<file path="src/rtl/seq_det_pkg.sv">
// Shared types and default sizes for the serial sequence detector.
package seq_det_pkg;

    localparam int unsigned PAT_W_DEF = 4;
    localparam int unsigned CNT_W_DEF = 8;

    typedef enum logic [1:0] {
        ST_IDLE = 2'd0,
        ST_RUN  = 2'd1,
        ST_DONE = 2'd2
    } state_t;

endpackage

</file>
<file path="src/rtl/seq_det_core.sv">
// Shift register, history count and pattern compare for the sequence detector.
// hit is combinational: it flags that the bit being shifted in this cycle
// completes a match.
module seq_det_core #(
    parameter int unsigned PAT_W = 4
) (
    input  logic             clk,
    input  logic             reset,
    input  logic             clear,
    input  logic             shift_en,
    input  logic             bit_in,
    input  logic [PAT_W-1:0] pattern,
    input  logic             overlap,
    output logic             hit
);

    localparam int unsigned HIST_W = $clog2(PAT_W + 1);

    logic [PAT_W-1:0]  shreg;
    logic [PAT_W-1:0]  shreg_nxt;
    logic [HIST_W-1:0] hist;
    logic [HIST_W-1:0] hist_nxt;

    // Next shift value, saturating history count and match compare
    always_comb begin
        shreg_nxt = {shreg[PAT_W-2:0], bit_in};
        hist_nxt  = (hist == HIST_W'(PAT_W)) ? hist : hist + HIST_W'(1);
        hit       = shift_en && (hist_nxt == HIST_W'(PAT_W)) && (shreg_nxt == pattern);
    end

    // Shift on each accepted bit; non-overlapping mode restarts history after a hit
    always_ff @(posedge clk) begin
        if (reset || clear) begin
            shreg <= '0;
            hist  <= '0;
        end else if (shift_en) begin
            shreg <= shreg_nxt;
            hist  <= (hit && !overlap) ? '0 : hist_nxt;
        end
    end

endmodule

</file>
<file path="src/rtl/seq_det_ctrl.sv">
// Run controller for the serial sequence detector: configuration latch,
// IDLE/RUN/DONE sequencing, match pulse and saturating match counter.
module seq_det_ctrl
    import seq_det_pkg::*;
#(
    parameter int unsigned PAT_W = PAT_W_DEF,
    parameter int unsigned CNT_W = CNT_W_DEF
) (
    input  logic             clk,
    input  logic             reset,
    input  logic             cfg_we,
    input  logic [PAT_W-1:0] cfg_pattern,
    input  logic             cfg_overlap,
    input  logic [CNT_W-1:0] cfg_thresh,
    input  logic             start,
    input  logic             stop,
    input  logic             ack,
    input  logic             in,
    input  logic             in_valid,
    output logic             busy,
    output logic             match,
    output logic [CNT_W-1:0] match_cnt,
    output logic             done
);

    state_t           state;
    logic [PAT_W-1:0] pattern;
    logic             overlap;
    logic [CNT_W-1:0] thresh;

    logic             shift_en_c;
    logic             clear_c;
    logic             hit_c;
    logic [CNT_W-1:0] cnt_inc_c;

    // A stop in RUN discards the coincident bit
    assign shift_en_c = (state == ST_RUN) && in_valid && !stop;
    assign clear_c    = (state == ST_IDLE) && start;
    assign cnt_inc_c  = (match_cnt == '1) ? match_cnt : match_cnt + CNT_W'(1);

    seq_det_core #(
        .PAT_W (PAT_W)
    ) u_core (
        .clk      (clk),
        .reset    (reset),
        .clear    (clear_c),
        .shift_en (shift_en_c),
        .bit_in   (in),
        .pattern  (pattern),
        .overlap  (overlap),
        .hit      (hit_c)
    );

    // Run FSM with registered status outputs and match counter
    always_ff @(posedge clk) begin
        if (reset) begin
            state     <= ST_IDLE;
            pattern   <= '0;
            overlap   <= 1'b0;
            thresh    <= '0;
            busy      <= 1'b0;
            match     <= 1'b0;
            match_cnt <= '0;
            done      <= 1'b0;
        end else begin
            match <= 1'b0;
            case (state)
                ST_IDLE: begin
                    if (cfg_we) begin
                        pattern <= cfg_pattern;
                        overlap <= cfg_overlap;
                        thresh  <= cfg_thresh;
                    end
                    if (start) begin
                        state     <= ST_RUN;
                        busy      <= 1'b1;
                        match_cnt <= '0;
                    end
                end
                ST_RUN: begin
                    if (stop) begin
                        state <= ST_IDLE;
                        busy  <= 1'b0;
                    end else if (hit_c) begin
                        match     <= 1'b1;
                        match_cnt <= cnt_inc_c;
                        if ((thresh != '0) && (cnt_inc_c == thresh)) begin
                            state <= ST_DONE;
                            busy  <= 1'b0;
                            done  <= 1'b1;
                        end
                    end
                end
                ST_DONE: begin
                    if (ack) begin
                        state <= ST_IDLE;
                        done  <= 1'b0;
                    end
                end
                default: begin
                    state <= ST_IDLE;
                    busy  <= 1'b0;
                    done  <= 1'b0;
                end
            endcase
        end
    end

endmodule

</file>
<file path="config.mk">
export PLATFORM = sky130hd
export DESIGN_NAME = seq_det_ctrl
export DESIGN_NICKNAME = d
export VERILOG_FILES = /design/src/rtl/seq_det_pkg.sv /design/src/rtl/seq_det_core.sv /design/src/rtl/seq_det_ctrl.sv
export SDC_FILE = /design/constraint.sdc
export NUM_CORES = 1
export LEC_CHECK = 0
export CORE_UTILIZATION = 25
export DETAILED_ROUTE_END_ITERATION = 16
export SYNTH_ARGS = -nofsm -noshare
export SYNTH_HDL_FRONTEND = slang
export SYNTH_HIERARCHICAL = 1
export SYNTH_SLANG_ARGS = --single-unit
export TNS_END_PERCENT = 10
</file>
<file path="constraint.sdc">
create_clock -name clk -period 2.9 [get_ports clk]
set_input_delay 0.29 -clock clk [delete_from_list [all_inputs] [get_ports clk]]
set_output_delay 0.29 -clock clk [all_outputs]
set_load 0.1 [all_outputs]
</file>
==> images/class_map.png <==
Drawn at 3 px/um. Fill, decap, tap and diode cells in gray.
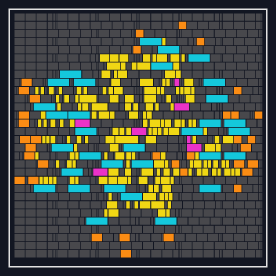
Key: magenta = clock drivers and dummy loads [cells 7, share of their area 3.8%]; orange = remaining buffers and delay cells [cells 35, share of their area 15%]; cyan = registers [cells 32, share of their area 31%]; yellow = remaining logic cells [cells 171, share of their area 50%]
fraction of area in registers: 0.296
final core utilization: 0.320
Core ar.: 6760 sq um
fin area: 2160 sq um

==> images/clock_wires.png <==
Drawn at 6 px/um.
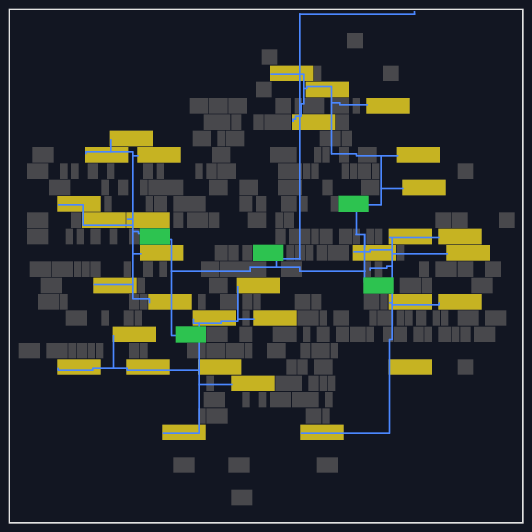
Key: yellow = flip-flops [count 32]; green = clock-net drivers [count 5]; blue = clock wires [length 439 um]
There are 6 routed clock nets.
Clk network pwr share: 0.350
clock network power: 0.317 mW
Clock Latency Late Sink: 0.28 ns

==> images/placed.png <==
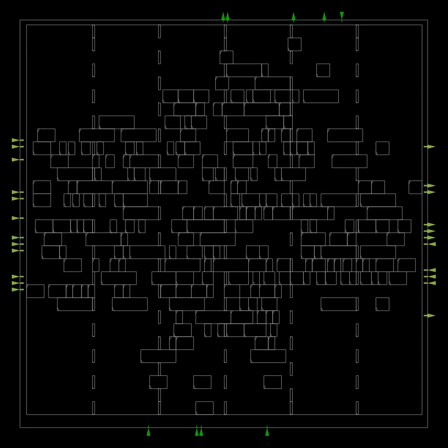
Well Taps: 80
fill count: 720
row cnt: 30
Seq cells: 32

==> flow_metrics.env <==
# yosys + openroad results
export IMPL_critPathMaxFanout=5
export IMPL_drv_slew=0
export IMPL_grt_pass1_vias=1398
export IMPL_cts_buffers_inserted=5
export IMPL_overflow=0
export IMPL_grt_first_pass_wirelength_um=6600
export IMPL_hold_viol_final=0
export IMPL_drtAntennaViolNets=0
export IMPL_crit_type="in -> reg"
export IMPL_cts_htree_levels=2
export IMPL_hpwl_um=3050
export IMPL_status="complete, no violations"
export IMPL_ys_cells=213
export IMPL_cp_cell_sequence="clkdlybuf4s50_1 -> nor3b_1 -> and2_1 -> inv_2 -> or4_4 -> nor3_1 -> nand2_1 -> nor3_1 -> mux2i_1 -> nor2_1"
export IMPL_grt_usage=0.114
export IMPL_yosys_stat_area_sq_um=1740
export IMPL_grtUsageMet3=0.0292
export IMPL_use_met1=0.158
export IMPL_rsz0062_at_grt="no"
export IMPL_ff_type="dfxtp_1"
export IMPL_cp_common_cell="nor3_1"
export IMPL_drt_iter0_drc=88
export IMPL_hold_class="reg -> reg"
export IMPL_busiest_layer="met2"
export IMPL_cts_tree="done"
export IMPL_slowest_stage="or4_4"
export IMPL_fin_ws_ns=0.195
export IMPL_grt_use_met2=0.169
export IMPL_clock_fmax_ghz=0.370
export IMPL_first_pass_iters=4
export IMPL_skew_ns=0.00364
export IMPL_m1WireLength_um=2080
export IMPL_relSlewSlack=0.602
export IMPL_routed_wirelength_um=3940
export IMPL_syn_inst=213
export IMPL_path_buffers=2
export IMPL_async_reset_ff_frac=0
export IMPL_p_leak_nw=0.796
export IMPL_fin_crit_sh=0.933
export IMPL_antenna_found_initial=0
export IMPL_route_met2_wl_um=1630
export IMPL_synth_area_sq_um=1740
export IMPL_viasPerCell=4.67
export IMPL_antenna_cells=0
export IMPL_initCoreUtil=0.257
export IMPL_dr_max_layer_used="met4"
export IMPL_port_buffers=31
export IMPL_dieWidth_um=85.3
export IMPL_tightest_slew_ns=0.590
## stage by stage
step | hold WS [ns] | setup TNS, ns | cells | instance area, sq um | utilization
final | 0.470 | 0 | 325 | 2160 | 0.320
after global routing | 0.496 | 0 | 325 | 2160 | 0.320
after CTS | 0.475 | 0 | 325 | 2160 | 0.320
after detailed placement | 0.465 | -0.203 | 318 | 2090 | 0.309
after global placement | 0.460 | 0 | 318 | 2090 | 0.309
after floorplan | 0.386 | 0 | 213 | 1740 | -
## kinds of logic after synthesis
| family | after synthesis | synth area share |
|---|---|---|
| buf+inv | 18 | 0.0533 |
| xor+xnor | 13 | 0.0699 |
| simple gates | 94 | 0.269 |
| flops | 32 | 0.369 |
| mux | 10 | 0.0576 |
| compound gates | 43 | 0.160 |
| fa+ha+maj | 3 | 0.0216 |
## layout make-up
| cell class | count | share of cell area |
|---|---|---|
| Clock buffer | 6 | 0.0335 |
| Clock inverter | 1 | 0.00231 |
| Inverter | 8 | 0.0139 |
| Multi-Input combinational cell | 163 | 0.464 |
| Sequential cell | 32 | 0.296 |
| Tap cell | 80 | 0.0462 |
| Timing Repair Buffer | 35 | 0.145 |
## power by group
group	internal (mW)	switching [mW]
Sequential	0.454	0.0132
Combinational	0.0571	0.0641
Clock	0.163	0.154
## sequential cells by signal (all words and copies together) (netlist names)
signal	cells
overlap	1
state	2
pattern	4
u_core/hist	3
busy	1
thresh	8
match	1
match_cnt	8
u_core/shreg	3
done	1
## worst paths after layout
check | start | end | slack [ns] | cells past startpoint
worst max-delay path | stop | match_cnt[6] | 0.19 | 10
worst min register to register | overlap | overlap | 0.47 | 2
worst max register to register | state[0] | match_cnt[6] | 0.27 | 9
worst min-delay path | overlap | overlap | 0.47 | 2
## cells in the mapped netlist, types with 2 or more instances
cell | count | area, sq um
buf_2 | 2 | 10.0
xnor2_1 | 7 | 61.3
nand3_1 | 6 | 30.0
nand4b_1 | 2 | 17.5
a31oi_1 | 3 | 18.8
mux2i_1 | 10 | 100
ha_1 | 3 | 37.5
inv_1 | 7 | 26.3
a311oi_1 | 4 | 35.0
and2_1 | 2 | 12.5
nand2_1 | 45 | 169
dfxtp_1 | 32 | 641
buf_6 | 3 | 33.8
o21ai_0 | 7 | 35.0
a21oi_1 | 19 | 95.1
xor2_1 | 5 | 43.8
nor2_1 | 18 | 67.6
nor3_1 | 6 | 30.0
clkbuf_1 | 5 | 18.8
## repair_timing
| action | in CTS | in global routing |
|---|---|---|
| buffers inserted | 0 | 0 |
| endpoints found under the hold margin | 0 | 0 |
| resized | 0 | 1 |
| endpoints found under the setup margin | 0 | 1 |
## cell usage in the layout, fill, tap and decap left out, types with 2 or more instances in the layout
cell type	instances
xnor2_1	7
clkbuf_8	5
nand4b_1	2
and2_1	3
buf_4	15
nor2_1	18
nand2_1	45
o21ai_0	7
a31oi_1	3
nand3_1	6
xor2_1	5
inv_1	7
a21oi_1	19
ha_1	3
a311oi_1	4
clkdlybuf4s50_1	20
mux2i_1	10
nor3_1	6
dfxtp_1	32
Power is estimated from default activity; no workload was simulated.
